$ cat config.mk
export PLATFORM = sky130hd
export DESIGN_NAME = adder_sched
export DESIGN_NICKNAME = d
export VERILOG_FILES = /design/src/rtl/adder_sched.sv
export SDC_FILE = /design/constraint.sdc
export NUM_CORES = 1
export LEC_CHECK = 0
export CELL_PAD_IN_SITES_DETAIL_PLACEMENT = 1
export CELL_PAD_IN_SITES_GLOBAL_PLACEMENT = 1
export CORE_UTILIZATION = 34
export CTS_CLUSTER_DIAMETER = 80
export CTS_CLUSTER_SIZE = 40
export DETAILED_ROUTE_END_ITERATION = 8
export HOLD_SLACK_MARGIN = 0.1
export PLACE_DENSITY = 0.89
export SYNTH_ARGS = -nofsm -noshare
export SYNTH_HDL_FRONTEND = slang
export SYNTH_SLANG_ARGS = --single-unit
$ cat constraint.sdc
create_clock -name clk -period 4.17 [get_ports clk]
set_input_delay 0.834 -clock clk [delete_from_list [all_inputs] [get_ports clk]]
set_output_delay 0.834 -clock clk [all_outputs]
set_load 0.05 [all_outputs]
$ cat src/rtl/adder_sched.sv
// -----------------------------------------------------------------------------
// adder_sched
//
// Round-robin scheduler sharing one external 8-bit ripple-carry adder between
// two requesters. Each accepted request is an NBYTES-wide addition that is run
// byte-serially, LSB first, with the adder's carry-out fed back as the next
// byte's carry-in. The full-width sum and final carry are returned on a
// valid/ready response port.
//
// Optional feature macro: ADDER_SCHED_OVF_EN
//   When defined, adds output rsp_ovf (two's-complement signed overflow of the
//   full-width add), valid and stable alongside rsp_sum.
//
// Ports:
//   clk, rst                  clock, synchronous active-high reset
//   reqN_valid / reqN_ready   request handshake, N = 0, 1
//   reqN_a, reqN_b, reqN_ci   request operands (sampled only at acceptance)
//   add_a, add_b, add_ci      byte and carry presented to the shared adder
//   add_s, add_cout           shared adder result (combinational)
//   rsp_valid / rsp_ready     response handshake
//   rsp_id                    requester that was served
//   rsp_sum, rsp_cout         full-width sum and final carry-out
//   rsp_ovf                   signed overflow (ADDER_SCHED_OVF_EN only)
// -----------------------------------------------------------------------------
module adder_sched #(
    parameter int NBYTES = 4
) (
    input  logic                  clk,
    input  logic                  rst,
    input  logic                  req0_valid,
    output logic                  req0_ready,
    input  logic [8*NBYTES-1:0]   req0_a,
    input  logic [8*NBYTES-1:0]   req0_b,
    input  logic                  req0_ci,
    input  logic                  req1_valid,
    output logic                  req1_ready,
    input  logic [8*NBYTES-1:0]   req1_a,
    input  logic [8*NBYTES-1:0]   req1_b,
    input  logic                  req1_ci,
    output logic [7:0]            add_a,
    output logic [7:0]            add_b,
    output logic                  add_ci,
    input  logic [7:0]            add_s,
    input  logic                  add_cout,
    output logic                  rsp_valid,
    input  logic                  rsp_ready,
    output logic                  rsp_id,
    output logic [8*NBYTES-1:0]   rsp_sum,
    output logic                  rsp_cout
`ifdef ADDER_SCHED_OVF_EN
    ,
    output logic                  rsp_ovf
`endif
);

    localparam int W  = 8 * NBYTES;
    localparam int CW = $clog2(NBYTES);

    localparam logic [1:0] ST_IDLE = 2'd0;
    localparam logic [1:0] ST_RUN  = 2'd1;
    localparam logic [1:0] ST_DONE = 2'd2;

    localparam logic [CW-1:0] LAST_BYTE = CW'(NBYTES - 1);

    logic [1:0]    state_reg;
    logic          prio_reg;
    logic          id_reg;
    logic          carry_reg;
    logic [CW-1:0] cnt_reg;
    logic [W-1:0]  a_reg;
    logic [W-1:0]  b_reg;
    logic [7:0]    sum_bytes_reg [NBYTES];

    logic [7:0]    a_bytes [NBYTES];
    logic [7:0]    b_bytes [NBYTES];

    logic          grant0;
    logic          grant1;
    logic          accept;
    logic          sel;

    // Split the latched operands into bytes and assemble the result bytes.
    generate
        for (genvar gi = 0; gi < NBYTES; gi++) begin : g_bytes
            assign a_bytes[gi]          = a_reg[gi*8 +: 8];
            assign b_bytes[gi]          = b_reg[gi*8 +: 8];
            assign rsp_sum[gi*8 +: 8]   = sum_bytes_reg[gi];
        end
    endgenerate

    // Arbitration: a lone valid always wins; on a tie the prio requester wins.
    // Ready is a function of state and the valid lines only, and is held low
    // while reset is asserted so no handshake can coincide with reset.
    always_comb begin
        grant0     = req0_valid && (!req1_valid || !prio_reg);
        grant1     = req1_valid && (!req0_valid ||  prio_reg);
        req0_ready = !rst && (state_reg == ST_IDLE) && grant0;
        req1_ready = !rst && (state_reg == ST_IDLE) && grant1;
        accept     = req0_ready || req1_ready;
        sel        = req1_ready;
    end

    // Adder drive: only meaningful in RUN, forced to zero otherwise.
    always_comb begin
        add_a  = 8'd0;
        add_b  = 8'd0;
        add_ci = 1'b0;
        if (state_reg == ST_RUN) begin
            add_a  = a_bytes[cnt_reg];
            add_b  = b_bytes[cnt_reg];
            add_ci = carry_reg;
        end
    end

    assign rsp_valid = (state_reg == ST_DONE);
    assign rsp_id    = id_reg;
    // The carry register holds the final carry once RUN completes, so it
    // doubles as the response carry-out.
    assign rsp_cout  = carry_reg;

    always_ff @(posedge clk) begin
        if (rst) begin
            state_reg <= ST_IDLE;
            prio_reg  <= 1'b0;
            id_reg    <= 1'b0;
            carry_reg <= 1'b0;
            cnt_reg   <= '0;
            a_reg     <= '0;
            b_reg     <= '0;
        end else begin
            case (state_reg)
                ST_IDLE: begin
                    if (accept) begin
                        a_reg     <= sel ? req1_a  : req0_a;
                        b_reg     <= sel ? req1_b  : req0_b;
                        carry_reg <= sel ? req1_ci : req0_ci;
                        id_reg    <= sel;
                        cnt_reg   <= '0;
                        state_reg <= ST_RUN;
                    end
                end
                ST_RUN: begin
                    carry_reg <= add_cout;
                    cnt_reg   <= cnt_reg + 1'b1;
                    if (cnt_reg == LAST_BYTE) begin
                        state_reg <= ST_DONE;
                    end
                end
                ST_DONE: begin
                    if (rsp_ready) begin
                        state_reg <= ST_IDLE;
                        prio_reg  <= ~id_reg;
                    end
                end
                default: begin
                    state_reg <= ST_IDLE;
                end
            endcase
        end
    end

    // Result byte capture, one byte per RUN cycle.
    always_ff @(posedge clk) begin
        if (rst) begin
            for (int i = 0; i < NBYTES; i++) begin
                sum_bytes_reg[i] <= 8'd0;
            end
        end else if (state_reg == ST_RUN) begin
            sum_bytes_reg[cnt_reg] <= add_s;
        end
    end

`ifdef ADDER_SCHED_OVF_EN
    logic ovf_reg;

    // Signed overflow = carry into the MSB xor carry out of the MSB. The carry
    // into bit 7 of the top byte is recovered as a ^ b ^ s at that bit.
    always_ff @(posedge clk) begin
        if (rst) begin
            ovf_reg <= 1'b0;
        end else if ((state_reg == ST_RUN) && (cnt_reg == LAST_BYTE)) begin
            ovf_reg <= (a_reg[W-1] ^ b_reg[W-1] ^ add_s[7]) ^ add_cout;
        end
    end

    assign rsp_ovf = ovf_reg;
`endif

endmodule

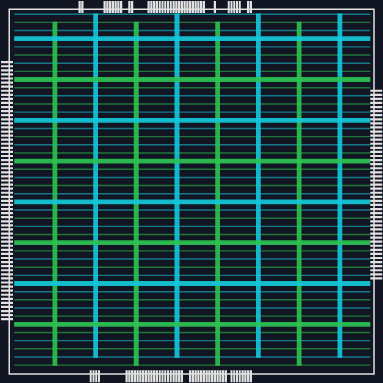
*PDN straps and rails, run 1*
(3 px per µm) Pins as bars on the die edge.
VSS: marked green. VDD: marked cyan.
198 signal pins sit on the boundary. 8 straps on met4.

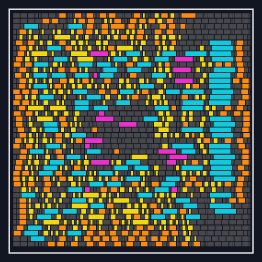
*Placed cells, one colour a class, run 1*
(2 px per µm) Fill, decap, tap and diode cells in grey.
all other logic: marked yellow, cells 364, share of their area 32%. other buffers and delay cells: marked orange, cells 205, share of their area 29%. clock drivers and dummy loads: marked magenta, cells 16, share of their area 4.3%. flip-flops: marked cyan, cells 103, share of their area 34%.

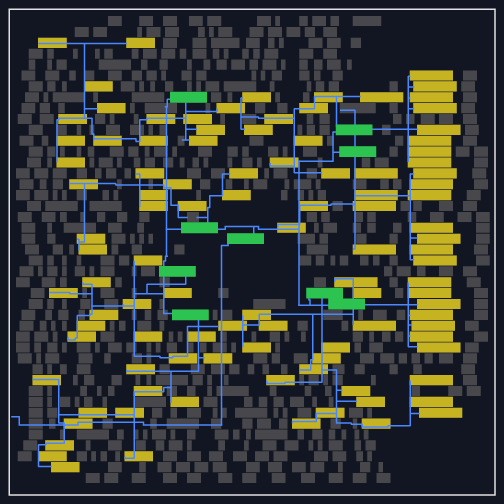
*Clock network drawn from the DEF, run 1*
(4 px per µm)
cells driving clock nets: marked green, count 9. clock wires: marked blue, length 1170 µm. flip-flops: marked yellow, count 103.
There are 10 routed clock nets. Position of the flops: all over the die.

==> Implementation_results.wiki, run 1 <==
== Run summary ==
{| class="wikitable"
! Metric !! Value
|-
| Top cells by count, synth || sky130_fd_sc_hd__dfxtp_1, sky130_fd_sc_hd__nand2_1, sky130_fd_sc_hd__nor2_1, sky130_fd_sc_hd__a21oi_1, sky130_fd_sc_hd__a211oi_1
|-
| Yosys warns || 0
|-
| Die Wd || 121 µm
|-
| Slew at the pin closest to its max-slew limit || between 1 and 1.5 ns
|-
| Detailed Routing Iterations Pass 1 || 4
|-
| Chip area estimate from yosys synthesis || 4820 µm²
|-
| Final critical path time including I/O delays and setup || 3.63 ns
|-
| Status || complete, no violations
|-
| Iteration-0 DRC Markers || 206
|-
| Cell count in the Yosys report || 510
|-
| Buffers from clock root to sink, at most || 2
|-
| Count of input and output buffers || between 150 and 200
|-
| Cell with the most instances after synthesis || sky130_fd_sc_hd__dfxtp_1
|-
| Clock sink count || 103
|-
| Hold violation total from the final report || 0
|-
| End-of-flow core utilization || 0.517
|-
| Max-slew violation total from the final report || 0
|-
| Register bit count reported by yosys || 103
|-
| Highest Clock Rate || 275 MHz
|-
| CTS clk-pin slew, worst paths || 0.07 ns
|-
| Total non-filler cell area in the finished layout || 7180 µm²
|-
| Number of flops mapped to enable cells by yosys || 32
|-
| Min-Delay Path Depth || 2
|-
| Critical path class || reg -> out
|-
| Non-filler cells, final || 868
|-
| Post-synth design cell area || ~4800 µm²
|-
| FP Core Util || 0.347
|-
| Largest net degree at the start of global routing || 80
|-
| Cell row count || 43
|-
| Distinct lib cells || 31
|-
| Number of antenna cells inserted || 0
|-
| Power density relative to cell area || between 300 and 400 nW/µm²
|-
| Layout buffering overhead excluding clock cells || 0.285
|-
| Avg Inst Size Synth || around 9.5 µm²
|-
| Final cycle utilization of the critical path || 0.871
|-
| Cells along the critical path || mux4_2 -> and2_1 -> clkdlybuf4s50_1
|-
| Reg-to-reg critical path endpoint || sum_bytes_reg[2][6]$_SDFFCE_PN0P_
|-
| Area growth from synthesis to layout || 49.0%
|-
| Late-Pin Clk Latency || between 0.3 and 0.4 ns
|-
| Category of cells accounting for the largest share of critical-path delay || flip-flops
|-
| Portion of the layout cell area used by clock cells || 0.0420
|-
| Proportion of cell area occupied by multi-input gates || 0.308
|-
| Largest cells by area after synthesis || sky130_fd_sc_hd__dfxtp_1, sky130_fd_sc_hd__edfxtp_1, sky130_fd_sc_hd__a211oi_1, sky130_fd_sc_hd__mux4_2, sky130_fd_sc_hd__a21oi_1
|-
| Total power || 2.63 mW
|-
| Global-route wire length before repair || ~25000 µm
|-
| Startpoint of the most critical register-to-register path || cnt_reg[1]$_SDFFE_PP0P_
|-
| Worst Setup EP || add_a[1]
|-
| Post-DR wirelength/cell || ~19 µm
|-
| Setup ws final || approximately 0.54 ns
|-
| Peak supply drop || 0.187 mV
|-
| Syn Nets || 655
|-
| Total number of multi-input combinational cells || 360
|-
| Register share of the cell area || 0.332
|-
| Via count || 4558
|-
| Post-Place Cells || approximately 850
|-
| Post-cts sizing count || 0
|-
| Seq share, synth || 0.494
|-
| Root Buffer || sky130_fd_sc_hd__clkbuf_16
|-
| P_leak || around 2.6 nW
|-
| Required time reported for the critical path endpoint || approximately 3.3 ns
|-
| Number of clock buffers inserted by TritonCTS || 9
|-
| Number of global-route vias before repair || 4846
|-
| RSZ-0062 raised after global routing || false
|-
| Async SR Flop Fraction || 0
|-
| Count of inserted tapcells || 180
|-
| Relative slew margins || 0.207
|-
| Critical-path maximum fanout || 22
|-
| Core area || 13900 µm²
|-
| Most used cells in the layout excluding fill and tap cells || sky130_fd_sc_hd__clkdlybuf4s50_1, sky130_fd_sc_hd__dfxtp_1, sky130_fd_sc_hd__nand2_1
|-
| Cell at the slowest stage of the critical path || sky130_fd_sc_hd__dfxtp_1
|-
| Gate Count Post-Synth || between 500 and 600
|-
| Number of antenna violations at the first check in global routing || 0
|-
| Total routed wirelength || between 15000 and 20000 µm
|-
| Overall die height || 121 µm
|-
| Share of Yosys cell area claimed by the top area cell type || 0.295
|-
| Critical path arrival || 2.80 ns
|-
| Post-CTS repair timing setup buffer count || 0
|-
| Placed cell areas || around 7000 µm²
|-
| Sum of negative setup slack || 0 ns
|-
| Antenna viol nets, final || 0
|-
| Non-clk bufs || 205
|-
| Number of placed I/O pins || between 150 and 200
|-
| Biggest area consumer among synthesized cells || sky130_fd_sc_hd__dfxtp_1
|-
| Sum of net half-perimeters after detailed placement || 11900 µm
|-
| Inverter tally of the final layout excluding the clock network || 4
|-
| Ratio of cells with drive above 1 in the final layout || 0.0799
|-
| Gate Area || roughly 2200 µm²
|-
| Via-per-instance ratio || 5.25
|-
| CTS tree || built
|-
| Warning total across the stage logs || 26
|-
| Worst Reg-to-Reg Cells || 2
|-
| Dominant register cell in the synthesized netlist || sky130_fd_sc_hd__dfxtp_1
|-
| Global placer's final weighted congestion || 0.843
|-
| Gr ovfl total || 0
|-
| Quantity of hold-fixing buffers added after cts || 0
|-
| DP Worst Slack || 0.934 ns
|-
| Filler cell count in the final layout || 1583
|-
| Combined buffer and inverter count along the critical path || 1
|-
| Flops || 103
|-
| Capturing element type of the critical path || output pin
|-
| Largest area class, layout || sequential cells
|-
| Largest stage delay, worst path || 1.11 ns
|-
| Setup-failing EPs final || 0
|-
| Clock H-tree levels || 3
|-
| Max_cap viols || 0
|-
| Floorplan die area || 14700 µm²
|-
| Number of design rule violations left after detail routing || 0
|-
| Most frequent logic cell in the layout || sky130_fd_sc_hd__clkdlybuf4s50_1
|-
| Type of the most critical hold path || reg -> reg
|-
| Setup crit start kind || flip-flop
|-
| Crit path from || cnt_reg[1]$_SDFFE_PP0P_
|-
| Worst hold slack || 0.465 ns
|-
| Total area of sequential cells || roughly 2400 µm²
|-
| Final layout net count || approximately 830
|-
| WP depth || 3
|-
| Setup slack of the most critical reg-to-reg path || 1.69 ns
|-
| Max Clock Skew || roughly 0.0063 ns
|-
| All-layer global routing usage || 0.226
|-
| Clock buffers || 11
|}
-- run 1: per-layer routing --
| metal | vias to the layer above | GRT usage | routed length, µm | part of all wire |
|---|---|---|---|---|
| met5 | - | 0 | 0 | 0 |
| met4 | 0 | 0.0856 | 388 | 0.024 |
| met3 | 24 | 0.0451 | 1160 | 0.071 |
| met2 | 175 | 0.399 | 8110 | 0.50 |
| met1 | 2217 | 0.268 | 6610 | 0.41 |
| li1 | 2142 | - | - | - |
-- run 1: kinds of logic after synthesis --
| logic type | after synthesis | share of synthesized area |
|---|---|---|
| flip-flops | 103 | 0.494 |
| multiplexers | 17 | 0.0768 |
| AND-OR/OR-AND | 139 | 0.182 |
| AND/OR/NAND/NOR | 203 | 0.196 |
| adder cells (fa/ha/maj) | 1 | 0.00259 |
| buffers and inverters | 47 | 0.0493 |
-- run 1: worst min path at each step --
stage,from,endpoint,slack [ns]
floorplan,a_reg[16]$_SDFFE_PP0P_,a_reg[16]$_SDFFE_PP0P_,0.43
global placement,b_reg[16]$_SDFFE_PP0P_,b_reg[16]$_SDFFE_PP0P_,0.44
detailed placement,b_reg[0]$_SDFFE_PP0P_,b_reg[0]$_SDFFE_PP0P_,0.46
CTS,b_reg[0]$_SDFFE_PP0P_,b_reg[0]$_SDFFE_PP0P_,0.47
global route,a_reg[27]$_SDFFE_PP0P_,a_reg[27]$_SDFFE_PP0P_,0.49
finish,a_reg[8]$_SDFFE_PP0P_,a_reg[8]$_SDFFE_PP0P_,0.46
-- run 1: report_power, final --
part           leakage [nW]  total [mW]  switching (mW)  internal (mW)
clock network         0.144       0.831           0.370          0.461
logic                  1.50       0.628           0.336          0.292
registers             0.914        1.17          0.0565           1.12
### Metal layers overlaid, run 1

(3 px per µm) Two of the layers only.
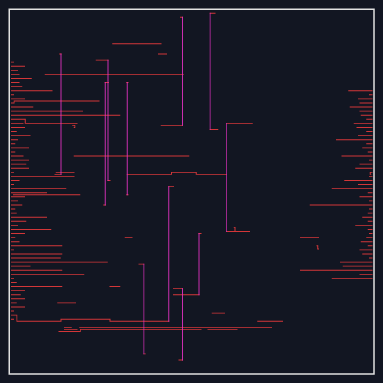

==> run 2, diff against run 1 <==
- PLACE_DENSITY: 0.89 -> 0.83
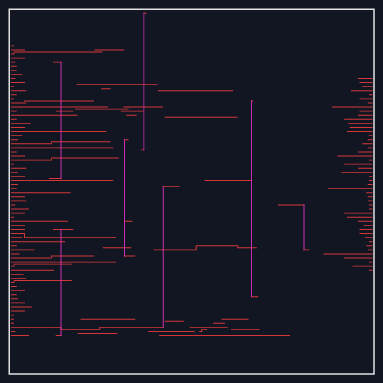
*Metal layers overlaid, run 2*
(3 px per µm) Two of the layers only.
met3: marked red, wire length 1290 µm. met4: marked magenta, wire length 286 µm.

==> run 2 against run 1 <==
  * Wire length down 0.54%
  * Worst setup slack gained 0.031 ns
  * Sequential power about the same
  * Total power is 2.6% lower
  * Via count up 0.53%
  * Critical endpoint is now add_a[5]
  * Largest power group unchanged
==> Implementation_results.wiki, run 2 <==
== Run summary ==
{| class="wikitable"
! Metric !! Value
|-
| Final layout net count || 827 (-0.12%)
|-
| Global-route wire length before repair || 25100 µm (-0.74%)
|-
| DP Worst Slack || 0.943 ns (+0.00907 ns)
|-
| Largest cells by area after synthesis || sky130_fd_sc_hd__dfxtp_1, sky130_fd_sc_hd__edfxtp_1, sky130_fd_sc_hd__a211oi_1, sky130_fd_sc_hd__mux4_2, sky130_fd_sc_hd__a21oi_1
|-
| Syn Nets || 655 (unchanged)
|-
| CTS tree || built
|-
| Post-cts sizing count || 0 (unchanged)
|-
| Final cycle utilization of the critical path || 0.864 (-0.00738)
|-
| Cell count in the Yosys report || 510 (unchanged)
|-
| Late-Pin Clk Latency || 0.35 ns (about the same)
|-
| Combined buffer and inverter count along the critical path || 1 (unchanged)
|-
| Hold violation total from the final report || 0 (unchanged)
|-
| Required time reported for the critical path endpoint || 3.34 ns (about the same)
|-
| Sum of net half-perimeters after detailed placement || 11600 µm (-2.2%)
|-
| Slew at the pin closest to its max-slew limit || 1.15 ns (-0.0425 ns)
|-
| Dominant register cell in the synthesized netlist || sky130_fd_sc_hd__dfxtp_1
|-
| Count of input and output buffers || 197 (unchanged)
|-
| Avg Inst Size Synth || 9.46 µm² (unchanged)
|-
| Critical-path maximum fanout || 22 (unchanged)
|-
| Warning total across the stage logs || 26 (unchanged)
|-
| RSZ-0062 raised after global routing || false
|-
| Highest Clock Rate || 278 MHz (+0.85%)
|-
| Type of the most critical hold path || reg -> reg
|-
| Overall die height || 121 µm (unchanged)
|-
| All-layer global routing usage || 0.225 (-0.000391)
|-
| Yosys warns || 0 (unchanged)
|-
| FP Core Util || 0.347 (unchanged)
|-
| Root Buffer || sky130_fd_sc_hd__clkbuf_16
|-
| Buffers from clock root to sink, at most || 2 (unchanged)
|-
| Number of global-route vias before repair || 4796 (-1.0%)
|-
| Setup crit start kind || flip-flop
|-
| Cell with the most instances after synthesis || sky130_fd_sc_hd__dfxtp_1
|-
| Power density relative to cell area || 359 nW/µm² (-1.9%)
|-
| Clock H-tree levels || 3 (unchanged)
|-
| Core area || 13900 µm² (unchanged)
|-
| Top cells by count, synth || sky130_fd_sc_hd__dfxtp_1, sky130_fd_sc_hd__nand2_1, sky130_fd_sc_hd__nor2_1, sky130_fd_sc_hd__a21oi_1, sky130_fd_sc_hd__a211oi_1
|-
| Biggest area consumer among synthesized cells || sky130_fd_sc_hd__dfxtp_1
|-
| Number of flops mapped to enable cells by yosys || 32 (unchanged)
|-
| Via count || 4582 (+0.53%)
|-
| Die Wd || 121 µm (unchanged)
|-
| CTS clk-pin slew, worst paths || 0.07 ns (about the same)
|-
| Sum of negative setup slack || 0 ns (unchanged)
|-
| Gr ovfl total || 0 (unchanged)
|-
| Max_cap viols || 0 (unchanged)
|-
| Number of design rule violations left after detail routing || 0 (unchanged)
|-
| Total power || 2.56 mW (-2.6%)
|-
| Area growth from synthesis to layout || 48.0%
|-
| Share of Yosys cell area claimed by the top area cell type || 0.295 (unchanged)
|-
| Async SR Flop Fraction || 0 (unchanged)
|-
| Global placer's final weighted congestion || 0.869 (+3.1%)
|-
| Setup ws final || 0.568 ns (+0.0308 ns)
|-
| Seq share, synth || 0.494 (unchanged)
|-
| Critical path arrival || 2.77 ns (-0.03 ns)
|-
| Post-DR wirelength/cell || 18.6 µm (-0.42%)
|-
| Chip area estimate from yosys synthesis || 4820 µm² (unchanged)
|-
| Final critical path time including I/O delays and setup || 3.60 ns (-0.0308 ns)
|-
| Status || complete, no violations
|-
| Largest net degree at the start of global routing || 80 (unchanged)
|-
| P_leak || 2.53 nW (-1.1%)
|-
| Ratio of cells with drive above 1 in the final layout || 0.0728 (-0.00716)
|-
| Gate Count Post-Synth || 510 (unchanged)
|}
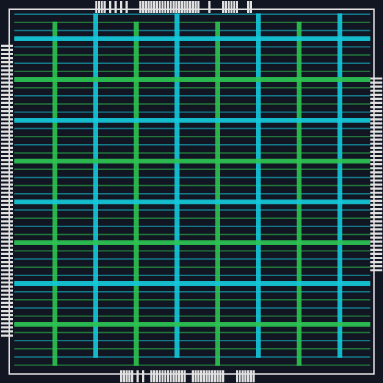
*PDN straps and rails, run 2*
(3 px per µm) Pins as bars on the die edge.
VDD: marked cyan. VSS: marked green.
8 straps on met5. 198 signal pins sit on the boundary. 8 straps on met4. 44 met1 rails follow the rows. The core has 43 rows.

## run 2: per-layer routing
metal	part of all wire	routed length, µm	vias up	track usage
met5	0	0	-	0
met2	0.48	7820	186	0.379
met4	0.018	285	0	0.0772
met1	0.42	6770	2241	0.282
li1	-	-	2138	-
met3	0.080	1290	17	0.0536
## run 2: worst paths after layout
kind                                        to  cells after the start                    start  slack, ns
max                                   add_a[5]                      3  cnt_reg[1]$_SDFFE_PP0P_       0.57
min                     b_reg[18]$_SDFFE_PP0P_                      2   b_reg[18]$_SDFFE_PP0P_       0.46
max reg2reg  sum_bytes_reg[2][2]$_SDFFCE_PN0P_                      2  cnt_reg[1]$_SDFFE_PP0P_       1.75
min reg2reg             b_reg[18]$_SDFFE_PP0P_                      2   b_reg[18]$_SDFFE_PP0P_       0.46
## run 2: power by group
group	internal (mW)	switching, mW
Combinational	0.291	0.338
Clock	0.405	0.359
Sequential	1.12	0.0532
Total	1.81	0.750
## run 2: cell type report
class	instances	area [µm²]
clock buffer	13	240
clock inverter	3	20.0
fill	1598	6750
inverter	4	15.0
multi-input combinational	360	2210
sequential	103	2380
tap	180	225
timing repair buffer	204	2040
## run 2: kinds of logic after synthesis
kind of cell	after synthesis	synth area share
compound gates	139	0.182
buf+inv	47	0.0493
mux	17	0.0768
flops	103	0.494
simple gates	203	0.196
fa+ha+maj	1	0.00259
## run 2: worst register-to-register path: stages (launching register included)
cell and delay (ns):
sky130_fd_sc_hd__dfxtp_1 1.08, sky130_fd_sc_hd__nor4b_2 0.68, sky130_fd_sc_hd__or2_2 0.35
## run 2: per-stage QoR
stage	area (µm²)	hold WS [ns]	cells
finish	7130	0.462	867
global route	7130	0.483	867
floorplan	4820	0.434	510
detailed placement	6870	0.452	851
CTS	7130	0.461	867
global placement	6870	0.444	851
### Clock network drawn from the DEF, run 2

(4 px per µm)
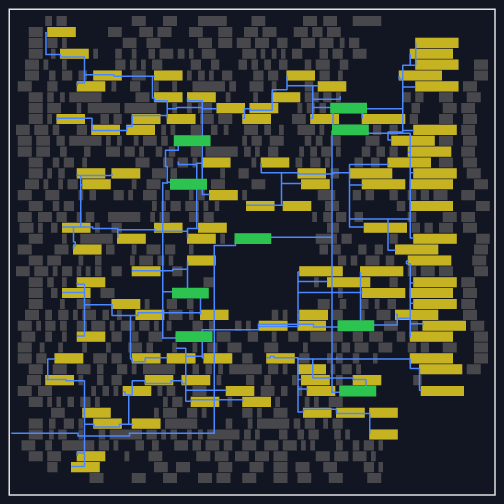

==> run 3, diff against run 2 <==
- PLACE_DENSITY: 0.83 -> 0.93
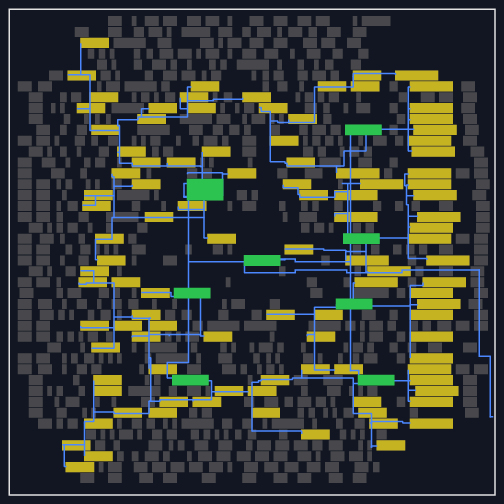
*Clock network drawn from the DEF, run 3*
(4 px per µm)
flip-flops: marked yellow, count 103. cells driving clock nets: marked green, count 9. clock wires: marked blue, length 1160 µm.
Position of the flops: all over the die. There are 10 routed clock nets.

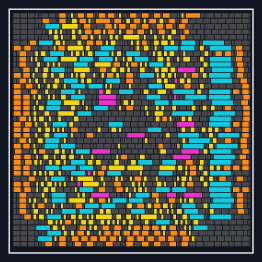
*Placed cells, one colour a class, run 3*
(2 px per µm) Fill, decap, tap and diode cells in grey.
other buffers and delay cells: marked orange, cells 203, share of their area 29%. flip-flops: marked cyan, cells 103, share of their area 34%. all other logic: marked yellow, cells 364, share of their area 32%. clock drivers and dummy loads: marked magenta, cells 16, share of their area 4.2%.

==> run 3 against run 2 <==
  * Global-route usage up 0.12 points
  * Cell area up 0.30%
  * Wire length up 0.51%
  * Synthesized cell count unchanged
  * Non-clock buffer count down 1
  * Core utilization up 0.15 points
  * Critical path type unchanged
  * Largest power group unchanged
  * Highest routed layer unchanged
==> Implementation_results.wiki, run 3 <==
== Run summary ==
{| class="wikitable"
! Metric !! Value
|-
| Status || complete, no violations
|-
| Setup crit start kind || flip-flop
|-
| Cell at the slowest stage of the critical path || sky130_fd_sc_hd__dfxtp_1
|-
| Largest cells by area after synthesis || sky130_fd_sc_hd__dfxtp_1, sky130_fd_sc_hd__edfxtp_1, sky130_fd_sc_hd__a211oi_1, sky130_fd_sc_hd__mux4_2, sky130_fd_sc_hd__a21oi_1
|-
| Clock sink count || 103
|-
| Sum of net half-perimeters after detailed placement || 12100 µm (+4.4%)
|-
| Number of flops mapped to enable cells by yosys || 32 (unchanged)
|-
| Detailed Routing Iterations Pass 1 || 4
|-
| Met2 Usage GRT || 0.394 (+0.0157)
|-
| Max-slew violation total from the final report || 0
|-
| Root Buffer || sky130_fd_sc_hd__clkbuf_16
|-
| All-layer global routing usage || 0.227 (+0.00121)
|-
| Yosys warns || 0 (unchanged)
|-
| Overall die height || 121 µm (unchanged)
|-
| Gate Count Post-Synth || 510 (unchanged)
|-
| Via-per-instance ratio || 5.18
|-
| Iteration-0 DRC Markers || between 200 and 300
|-
| Top cells by count, synth || sky130_fd_sc_hd__dfxtp_1, sky130_fd_sc_hd__nand2_1, sky130_fd_sc_hd__nor2_1, sky130_fd_sc_hd__a21oi_1, sky130_fd_sc_hd__a211oi_1
|-
| Async SR Flop Fraction || 0 (unchanged)
|-
| Number of design rule violations left after detail routing || 0 (unchanged)
|-
| Most frequent logic cell in the layout || sky130_fd_sc_hd__clkdlybuf4s50_1
|-
| Final layout net count || 826 (-0.12%)
|-
| Number of clock buffers inserted by TritonCTS || 9
|-
| Area growth from synthesis to layout || 48.4%
|-
| Max_cap viols || 0 (unchanged)
|-
| Met1 Usage GRT || 0.285 (+0.00257)
|-
| Largest stage delay, worst path || 1.05 ns
|-
| RSZ-0062 raised after global routing || false
|-
| Top routing layer used || met4
|-
| Cells along the critical path || mux4_2 -> and2_1 -> clkdlybuf4s50_1
|-
| Post-DR wirelength/cell || 18.8 µm (+0.63%)
|-
| Clock H-tree levels || 3 (unchanged)
|-
| Hold violation total from the final report || 0 (unchanged)
|-
| Number of antenna violations at the first check in global routing || 0
|-
| Count of input and output buffers || 197 (unchanged)
|-
| Final cycle utilization of the critical path || 0.856 (-0.00768)
|-
| Distinct lib cells || 31
|-
| Largest net degree at the start of global routing || 66 (-18%)
|-
| Register bit count reported by yosys || 103
|-
| Core area || 13900 µm² (unchanged)
|-
| Number of placed I/O pins || 198
|-
| Type of the most critical hold path || reg -> reg
|-
| Gr ovfl total || 0 (unchanged)
|-
| Combined buffer and inverter count along the critical path || 1 (unchanged)
|-
| Cell row count || 43
|-
| Required time reported for the critical path endpoint || 3.34 ns (about the same)
|-
| Routed wire length on met2 || 8120 µm (+3.7%)
|-
| Dominant register cell in the synthesized netlist || sky130_fd_sc_hd__dfxtp_1
|-
| Avg Inst Size Synth || 9.46 µm² (unchanged)
|-
| CTS tree || built
|-
| FP Core Util || 0.347 (unchanged)
|-
| Number of antenna cells inserted || 0
|-
| CTS clk-pin slew, worst paths || 0.07 ns (about the same)
|-
| Highest Clock Rate || 280 MHz (+0.90%)
|-
| Warning total across the stage logs || 26 (unchanged)
|-
| P_leak || 2.54 nW (+0.63%)
|-
| Final critical path time including I/O delays and setup || 3.57 ns (-0.0320 ns)
|-
| Worst hold slack || 0.465 ns (+0.00297 ns)
|-
| Buffers from clock root to sink, at most || 2 (unchanged)
|-
| Total power || 2.61 mW (+1.8%)
|-
| Quantity of hold-fixing buffers added after cts || 0
|-
| Most used cells in the layout excluding fill and tap cells || sky130_fd_sc_hd__clkdlybuf4s50_1, sky130_fd_sc_hd__dfxtp_1, sky130_fd_sc_hd__nand2_1
|-
| Post-cts sizing count || 0 (unchanged)
|-
| Ratio of cells with drive above 1 in the final layout || 0.0743 (+0.00156)
|-
| Wire length on met1 || 6870 µm (+1.5%)
|-
| Layer with the highest usage || met2
|-
| Peak supply drop || 0.214 mV
|-
| Slew at the pin closest to its max-slew limit || 1.11 ns (-0.0394 ns)
|-
| Total routed wirelength || 16300 µm
|-
| Antenna viol nets, final || 0
|-
| Post-synth design cell area || between 4000 and 5000 µm²
|-
| Late-Pin Clk Latency || 0.34 ns (about the same)
|-
| Cell count in the Yosys report || 510 (unchanged)
|-
| Chip area estimate from yosys synthesis || 4820 µm² (unchanged)
|-
| Post-CTS repair timing setup buffer count || 0
|-
| Critical-path maximum fanout || 22 (unchanged)
|-
| Global-route wire length before repair || 25200 µm (+0.27%)
|-
| Share of Yosys cell area claimed by the top area cell type || 0.295 (unchanged)
|-
| Met3 Routed Length || 911 µm (-30%)
|-
| Sum of negative setup slack || 0 ns (unchanged)
|-
| DP Worst Slack || 0.943 ns (+0.000570 ns)
|-
| Max Clock Skew || 0.00864 ns
|-
| Category of cells accounting for the largest share of critical-path delay || flip-flops
|-
| Capturing element type of the critical path || output pin
|-
| Biggest area consumer among synthesized cells || sky130_fd_sc_hd__dfxtp_1
|-
| Floorplan die area || 14700 µm²
|-
| Relative slew margins || 0.262
|-
| Critical path arrival || 2.74 ns (-0.03 ns)
|-
| Syn Nets || 655 (unchanged)
|-
| Met3 Resource Use GR || 0.0343 (-0.0193)
|-
| Setup ws final || 0.600 ns (+0.0320 ns)
|-
| Setup-failing EPs final || 0
|-
| Global placer's final weighted congestion || 0.870 (+0.13%)
|-
| Power density relative to cell area || 364 nW/µm² (+1.5%)
|-
| Seq share, synth || 0.494 (unchanged)
|-
| Number of global-route vias before repair || 4730 (-1.4%)
|-
| Cell with the most instances after synthesis || sky130_fd_sc_hd__dfxtp_1
|-
| Via count || 4490 (-2.0%)
|-
| Critical path class || reg -> out
|-
| Die Wd || 121 µm (unchanged)
|}
## run 3: cell families (layout without fill, tap and decap cells)
logic type | after synthesis | count (layout) | share of synthesized area
AND-OR/OR-AND | 139 | 139 | 0.182
adder cells (fa/ha/maj) | 1 | 1 | 0.00259
buffers and inverters | 47 | 223 | 0.0493
flip-flops | 103 | 103 | 0.494
multiplexers | 17 | 17 | 0.0768
AND/OR/NAND/NOR | 203 | 203 | 0.196
## run 3: final timing paths
| kind | from | to | slack, ns | depth (start not counted) |
|---|---|---|---|---|
| worst max-delay path | cnt_reg[1]$_SDFFE_PP0P_ | add_a[0] | 0.60 | 3 |
| worst min-delay path | b_reg[10]$_SDFFE_PP0P_ | b_reg[10]$_SDFFE_PP0P_ | 0.46 | 2 |
| worst max register to register | cnt_reg[1]$_SDFFE_PP0P_ | sum_bytes_reg[2][4]$_SDFFCE_PN0P_ | 1.68 | 2 |
| worst min register to register | b_reg[10]$_SDFFE_PP0P_ | b_reg[10]$_SDFFE_PP0P_ | 0.46 | 2 |
## run 3: where the power goes
part / internal (mW) / switching, mW
clock: 0.456 / 0.354
combinational: 0.289 / 0.337
sequential: 1.12 / 0.0556
total: 1.86 / 0.747
## run 3: cell type report
type / count / area [µm²]
clock inverter: 3 / 17.5
clock buffer: 13 / 272
fill: 1574 / 6730
sequential: 103 / 2380
multi-input combinational: 360 / 2210
timing repair buffer: 203 / 2030
tap: 180 / 225
inverter: 4 / 15.0
## run 3: metrics by stage
step           utilization  instance area [µm²]  instances
6_report             0.516                 7160        866
5_1_grt              0.516                 7160        866
4_1_cts              0.516                 7160        866
3_5_place_dp         0.495                 6870        850
3_3_place_gp         0.495                 6870        850
2_1_floorplan            -                 4820        510
Power figures rest on the tool's default switching activity, not on a simulated workload.
